File: src/rtl/AluCtrlSig_pkg.sv
// -----------------------------------------------------------------------------
// AluCtrlSig_pkg
//   Shared opcode constants for the ALU control path and the types used by
//   the result scoreboard that sits behind the `check` block.
//
//   Contents:
//     *_op          6-bit opcode constants (inst[31:26])
//     sb_entry_t    one pending scoreboard entry: issued word + issue timestamp
//     is_checkable  1 when the opcode produces an OpDone pulse from `check`
// -----------------------------------------------------------------------------
package AluCtrlSig_pkg;

    localparam logic [5:0] ADD_op  = 6'b000000;
    localparam logic [5:0] J_op    = 6'b000010;
    localparam logic [5:0] BEQ_op  = 6'b000100;
    localparam logic [5:0] BNE_op  = 6'b000101;
    localparam logic [5:0] ADDI_op = 6'b001000;
    localparam logic [5:0] ANDI_op = 6'b001100;
    localparam logic [5:0] ORI_op  = 6'b001101;
    localparam logic [5:0] LW_op   = 6'b100011;
    localparam logic [5:0] SW_op   = 6'b101011;

    typedef struct packed {
        logic [31:0] inst;
        logic [7:0]  ts;
    } sb_entry_t;

    // Only ADD and ADDI are verified by `check`; every other opcode is
    // counted as skipped and never expects an OpDone.
    function automatic logic is_checkable(input logic [5:0] opcode);
        return (opcode == ADD_op) || (opcode == ADDI_op);
    endfunction

endpackage

File: src/rtl/check_scoreboard_fifo.sv
// -----------------------------------------------------------------------------
// sb_fifo
//   In-order store of pending scoreboard entries. Pointers carry one extra
//   wrap bit so full and empty are distinguishable and count = wptr - rptr.
//
//   Ports:
//     clk, rst_n   clock, asynchronous active-low reset (pointers only)
//     push         write push_data at the tail (caller guarantees room,
//                  which includes the case full && pop)
//     push_data    entry to store
//     pop          drop the head entry (caller guarantees non-empty)
//     head         current head entry (undefined when empty)
//     full, empty  occupancy flags
//     count        occupancy, 0..DEPTH
// -----------------------------------------------------------------------------
module sb_fifo
    import AluCtrlSig_pkg::*;
#(
    parameter int DEPTH = 4
) (
    input  logic                    clk,
    input  logic                    rst_n,
    input  logic                    push,
    input  sb_entry_t               push_data,
    input  logic                    pop,
    output sb_entry_t               head,
    output logic                    full,
    output logic                    empty,
    output logic [$clog2(DEPTH):0]  count
);

    localparam int AW = $clog2(DEPTH);

    sb_entry_t     mem [DEPTH];
    logic [AW:0]   wptr;
    logic [AW:0]   rptr;

    always_ff @(posedge clk or negedge rst_n) begin
        if (!rst_n) begin
            wptr <= '0;
            rptr <= '0;
        end else begin
            if (push) wptr <= wptr + 1'b1;
            if (pop)  rptr <= rptr + 1'b1;
        end
    end

    // Storage needs no reset: an entry is only read after it was written.
    // With push && pop while full, the write lands in the slot the head
    // vacates, which is exactly where wptr points.
    always_ff @(posedge clk) begin
        if (push) mem[wptr[AW-1:0]] <= push_data;
    end

    assign head  = mem[rptr[AW-1:0]];
    assign empty = (wptr == rptr);
    assign full  = (wptr[AW-1:0] == rptr[AW-1:0]) && (wptr[AW] != rptr[AW]);
    assign count = wptr - rptr;

endmodule

File: src/rtl/check_scoreboard.sv
// -----------------------------------------------------------------------------
// check_scoreboard
//   Tracks every checkable instruction issued to the ALU result checker and
//   matches the checker's OpDone pulses against them in issue order. An entry
//   with no OpDone within TIMEOUT cycles is retired as failed.
//
//   Ports:
//     clk, rst_n        clock, asynchronous active-low reset
//     pcEn, inst        issue strobe and instruction word
//     OpDone            pass pulse from `check`
//     issue_cnt         checkable issues accepted into the FIFO
//     skip_cnt          non-checkable issues
//     pass_cnt          entries retired by OpDone
//     fail_cnt          entries retired by timeout
//     ovf_cnt           checkable issues dropped on a full FIFO
//     spurious_cnt      OpDone pulses with nothing pending
//     pending, idle     FIFO occupancy, pending == 0
//     err               sticky: any fail, overflow or spurious event
//     first_fail_valid  sticky: first_fail_inst is meaningful
//     first_fail_inst   word of the first entry that timed out
//
//   Interface: pcEn and OpDone are single-cycle strobes sampled on every
//   rising edge; there is no backpressure, so the scoreboard must accept or
//   account for every strobe in the cycle it arrives.
// -----------------------------------------------------------------------------
module check_scoreboard
    import AluCtrlSig_pkg::*;
#(
    parameter int DEPTH   = 4,
    parameter int TIMEOUT = 6,
    parameter int CNT_W   = 16
) (
    input  logic                        clk,
    input  logic                        rst_n,
    input  logic                        pcEn,
    input  logic [31:0]                 inst,
    input  logic                        OpDone,
    output logic [CNT_W-1:0]            issue_cnt,
    output logic [CNT_W-1:0]            skip_cnt,
    output logic [CNT_W-1:0]            pass_cnt,
    output logic [CNT_W-1:0]            fail_cnt,
    output logic [CNT_W-1:0]            ovf_cnt,
    output logic [CNT_W-1:0]            spurious_cnt,
    output logic [$clog2(DEPTH+1)-1:0]  pending,
    output logic                        idle,
    output logic                        err,
    output logic                        first_fail_valid,
    output logic [31:0]                 first_fail_inst
);

    localparam int         PW         = $clog2(DEPTH+1);
    localparam int         CW         = $clog2(DEPTH) + 1;
    localparam logic [7:0] TIMEOUT_TS = 8'(TIMEOUT);

    function automatic logic [CNT_W-1:0] sat_inc(input logic [CNT_W-1:0] v,
                                                 input logic             en);
        if (en && (v != {CNT_W{1'b1}})) return v + 1'b1;
        return v;
    endfunction

    // Free-running issue timestamp; ages are taken modulo 256, which is
    // unambiguous because TIMEOUT never exceeds 255.
    logic [7:0]    ts;

    sb_entry_t     head;
    sb_entry_t     push_data;
    logic          fifo_full;
    logic          fifo_empty;
    logic [CW-1:0] fifo_count;
    logic [CW-1:0] next_count;
    logic [7:0]    head_age;

    logic checkable;
    logic do_pass;
    logic do_fail;
    logic do_spur;
    logic do_pop;
    logic do_skip;
    logic do_ovf;
    logic do_push;

    // Retire looks only at the entry already at the head, so an OpDone in
    // the cycle of a push can never match the entry being pushed.
    always_comb begin
        head_age   = ts - head.ts;
        do_pass    = OpDone && !fifo_empty;
        do_fail    = !OpDone && !fifo_empty && (head_age >= TIMEOUT_TS);
        do_spur    = OpDone && fifo_empty;
        do_pop     = do_pass || do_fail;

        checkable  = pcEn && is_checkable(inst[31:26]);
        do_skip    = pcEn && !checkable;
        // A pop in the same cycle frees the slot the push needs.
        do_ovf     = checkable && fifo_full && !do_pop;
        do_push    = checkable && !do_ovf;

        push_data  = '{inst: inst, ts: ts};
        next_count = fifo_count + CW'(do_push) - CW'(do_pop);
    end

    sb_fifo #(
        .DEPTH (DEPTH)
    ) u_fifo (
        .clk       (clk),
        .rst_n     (rst_n),
        .push      (do_push),
        .push_data (push_data),
        .pop       (do_pop),
        .head      (head),
        .full      (fifo_full),
        .empty     (fifo_empty),
        .count     (fifo_count)
    );

    always_ff @(posedge clk or negedge rst_n) begin
        if (!rst_n) begin
            ts               <= '0;
            issue_cnt        <= '0;
            skip_cnt         <= '0;
            pass_cnt         <= '0;
            fail_cnt         <= '0;
            ovf_cnt          <= '0;
            spurious_cnt     <= '0;
            pending          <= '0;
            idle             <= 1'b1;
            err              <= 1'b0;
            first_fail_valid <= 1'b0;
            first_fail_inst  <= '0;
        end else begin
            ts           <= ts + 8'd1;
            issue_cnt    <= sat_inc(issue_cnt,    do_push);
            skip_cnt     <= sat_inc(skip_cnt,     do_skip);
            pass_cnt     <= sat_inc(pass_cnt,     do_pass);
            fail_cnt     <= sat_inc(fail_cnt,     do_fail);
            ovf_cnt      <= sat_inc(ovf_cnt,      do_ovf);
            spurious_cnt <= sat_inc(spurious_cnt, do_spur);
            pending      <= PW'(next_count);
            idle         <= (next_count == '0);
            if (do_fail || do_ovf || do_spur) err <= 1'b1;
            if (do_fail && !first_fail_valid) begin
                first_fail_valid <= 1'b1;
                first_fail_inst  <= head.inst;
            end
        end
    end

endmodule

File: config.mk
export PLATFORM = sky130hd
export DESIGN_NAME = check_scoreboard
export DESIGN_NICKNAME = d
export VERILOG_FILES = /design/src/rtl/AluCtrlSig_pkg.sv /design/src/rtl/check_scoreboard_fifo.sv /design/src/rtl/check_scoreboard.sv
export SDC_FILE = /design/constraint.sdc
export NUM_CORES = 1
export LEC_CHECK = 0
export CORE_MARGIN = 3
export CORE_UTILIZATION = 35
export CTS_CLUSTER_DIAMETER = 60
export DETAILED_ROUTE_END_ITERATION = 8
export SYNTH_ARGS = -nofsm -noshare
export SYNTH_HDL_FRONTEND = slang
export SYNTH_HIERARCHICAL = 1
export SYNTH_SLANG_ARGS = --single-unit
File: constraint.sdc
create_clock -name clk -period 10.8 [get_ports clk]
set_input_delay 2.16 -clock clk [delete_from_list [all_inputs] [get_ports clk]]
set_output_delay 2.16 -clock clk [all_outputs]
set_load 0.02 [all_outputs]
Fig. 1: run 1, port wiring
(2 px per um)
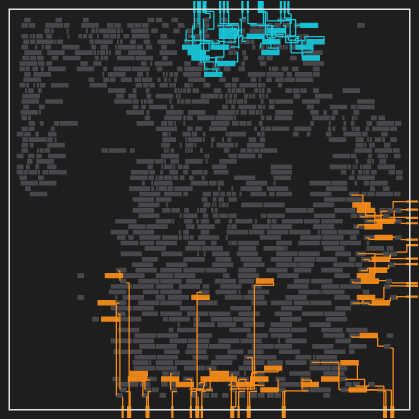
| port | colour | direction | edge | end cells | buffers | wire |
|---|---|---|---|---|---|---|
| first_fail_inst | orange | output | 21 bottom, 11 right | 32 | 32 | 1,140 um |
| skip_cnt | cyan | output | top | 16 | 16 | 655 um |

Fig. 2: run 1, cell area per tile
(2 px per um) The die is cut into 20 by 20 equal tiles; dark blue is low, red is high, 0 to 100% covered.
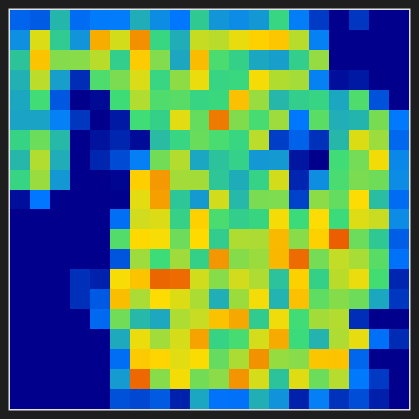
mean over tiles: 40%
nearly empty tiles: 19%
fullest tile: 89%

Fig. 3: run 1, cell outlines without signal wires
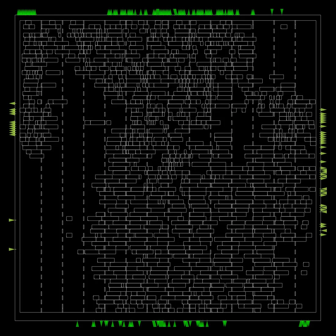
Seq cells: 308
flop share of the area: 52.0%
Finished Core Util: 44.5%

==> flow_summary.json, run 1 <==
{
  "run_status": "finished clean",
  "hold_path.class": "register to register",
  "fin_nets": 1084,
  "ys_warn_count": 6,
  "antenna_found_initial": 0,
  "top_layer": "met4",
  "p_int_uw": 2590,
  "synth.distinct_cells": 60,
  "fp.dieW_um": 199,
  "p_leak_uw": 0.00641,
  "cts_setup_buffers": 0,
  "cp.arrival_ns": 6.12,
  "cp_slowest_cell": "nor4_4",
  "synth-main-ff-cell": "edfxtp_1",
  "num_vias": 7444,
  "numCtsBuffers": 36,
  "powerComb_uw": 1030,
  "rsz0062_at_grt": "false",
  "dieArea_sq_um": 39800,
  "tightest_slew_ns": 1.04,
  "relSlewSlack_pct": 30.4,
  "p_clk_uw": 1160
}
run 1: layout make-up:
type                            instances  area share, %
Timing Repair Buffer                  177           10.7
Inverter                               25          0.573
Sequential cell                       308           52.0
Tap cell                              468           3.58
Multi-Input combinational cell        473           26.3
Clock buffer                           47           5.88
Clock inverter                         17           1.00
run 1: cell usage in the layout (no fill, tap or decap), types with 24 or more instances in the layout:
master / count
clkbuf_16: 36
clkdlybuf4s50_1: 168
dfrtp_1: 145
edfxtp_1: 160
ha_1: 24
inv_1: 25
mux2_4: 31
mux4_2: 39
nand2_1: 48
nand3_1: 31
nand4_1: 29
nor2_1: 29
nor3_1: 29
xnor2_1: 42
xor2_1: 60
run 1: layer usage:
layer,vias up,global-route usage [%]
met5,-,0
met4,0,4.78
met3,46,3.07
met2,147,23.0
met1,3780,18.4
li1,3471,-
--- run 2 (diff from run 1) ---
clock period = 5.7 ns   (was 10.8 ns; I/O delays follow)
==> flow_summary.json, run 2 <==
{
  "run_status": "finished clean",
  "cp.arrival_ns": 5.20,
  "comb_share_pct": 26.1,
  "fin_util_pct": 44.8,
  "setup_tns_ns": 0,
  "num_vias": 7399,
  "final_common_cell": "clkdlybuf4s50_1",
  "taps": 468,
  "ioPinCount": 170,
  "power_density_nw_per_um2": 432,
  "inverters": 25,
  "cpMostUsedCell": "inv_1",
  "lay_top_cells": "168 x clkdlybuf4s50_1, 160 x edfxtp_1, 145 x dfrtp_1",
  "relSlewSlack_pct": 47.1,
  "synth-main-ff-cell": "edfxtp_1",
  "cp_slowest_cell": "dfrtp_2",
  "cts_setup_buffers": 0,
  "synth.distinct_cells": 60,
  "rsz0062_at_grt": "false",
  "syn_inst": 828,
  "critPathLaunch": "u_fifo/rptr[0]$_DFFE_PN0P_",
  "fp.dieW_um": 199,
  "largest_class": "flip-flops and latches",
  "seq_share_pct": 51.6,
  "n_all_buffers": 187,
  "syn_area_sq_um": 13100,
  "detail_route.vias_per_cell": 4.85,
  "synth_top_area_share_pct": 36.7,
  "fin_nets": 1094,
  "tightest_slew_ns": 0.786,
  "hp-start": "err$_DFFE_PN0P_",
  "nFlopsAndLatches": 308,
  "cts_sinks": 308,
  "nClkBuffers": 49,
  "hold_path.class": "register to register",
  "comb_cells": 473,
  "ys_ff": 308,
  "dieArea_sq_um": 39800,
  "crit_end": "idle$_DFF_PN1_",
  "buffer_area_share_pct": 11.1,
  "numCtsBuffers": 36,
  "p_leak_uw": 0.00649,
  "ys_warn_count": 6,
  "wl_per_cell_um": 18.0,
  "antenna_found_initial": 0,
  "drcViolationCount": 0,
  "clkCellAreaFrac_pct": 7.10
}
-- run 2: cell counts after synthesis --
Identical to the previous run, type by type.
-- run 2: per-stage QoR --
stage          worst slack [ns]  power, uW
2_1_floorplan              1.28       4230
3_3_place_gp              0.937       4960
3_5_place_dp              0.887       4980
4_1_cts                   0.851       7250
5_1_grt                   0.430       7530
6_report                  0.939       7130
-- run 2: where the power goes --
part           internal, uW  total [uW]  switching (uW)
logic                  1040        2010             973
registers              2600        2890             288
clock network          1340        2230             888
-- run 2: routing by layer --
metal  vias up  global-route usage, %  part of all wire [%]  wire length [um]
met5         -                      0                     0                 0
met3        44                   2.31                   3.7              1020
met2       133                   23.6                    50             13600
met1      3737                   18.6                    44             12100
met4         0                   3.98                   2.4               665
li1       3485                      -                     -                 -
Fig. 4: run 2, port wiring
(2 px per um)
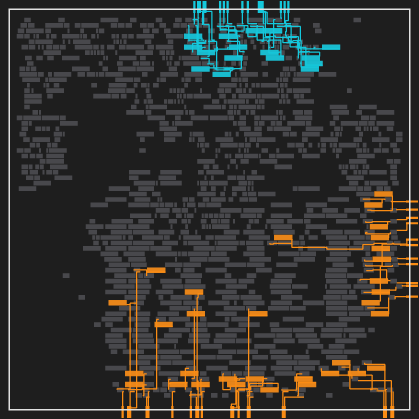
| port | colour | direction | edge | end cells | buffers | wire |
|---|---|---|---|---|---|---|
| skip_cnt | cyan | output | top | 16 | 16 | 713 um |
| first_fail_inst | orange | output | 21 bottom, 11 right | 32 | 32 | 1,190 um |

Power is estimated from default activity; no workload was simulated.
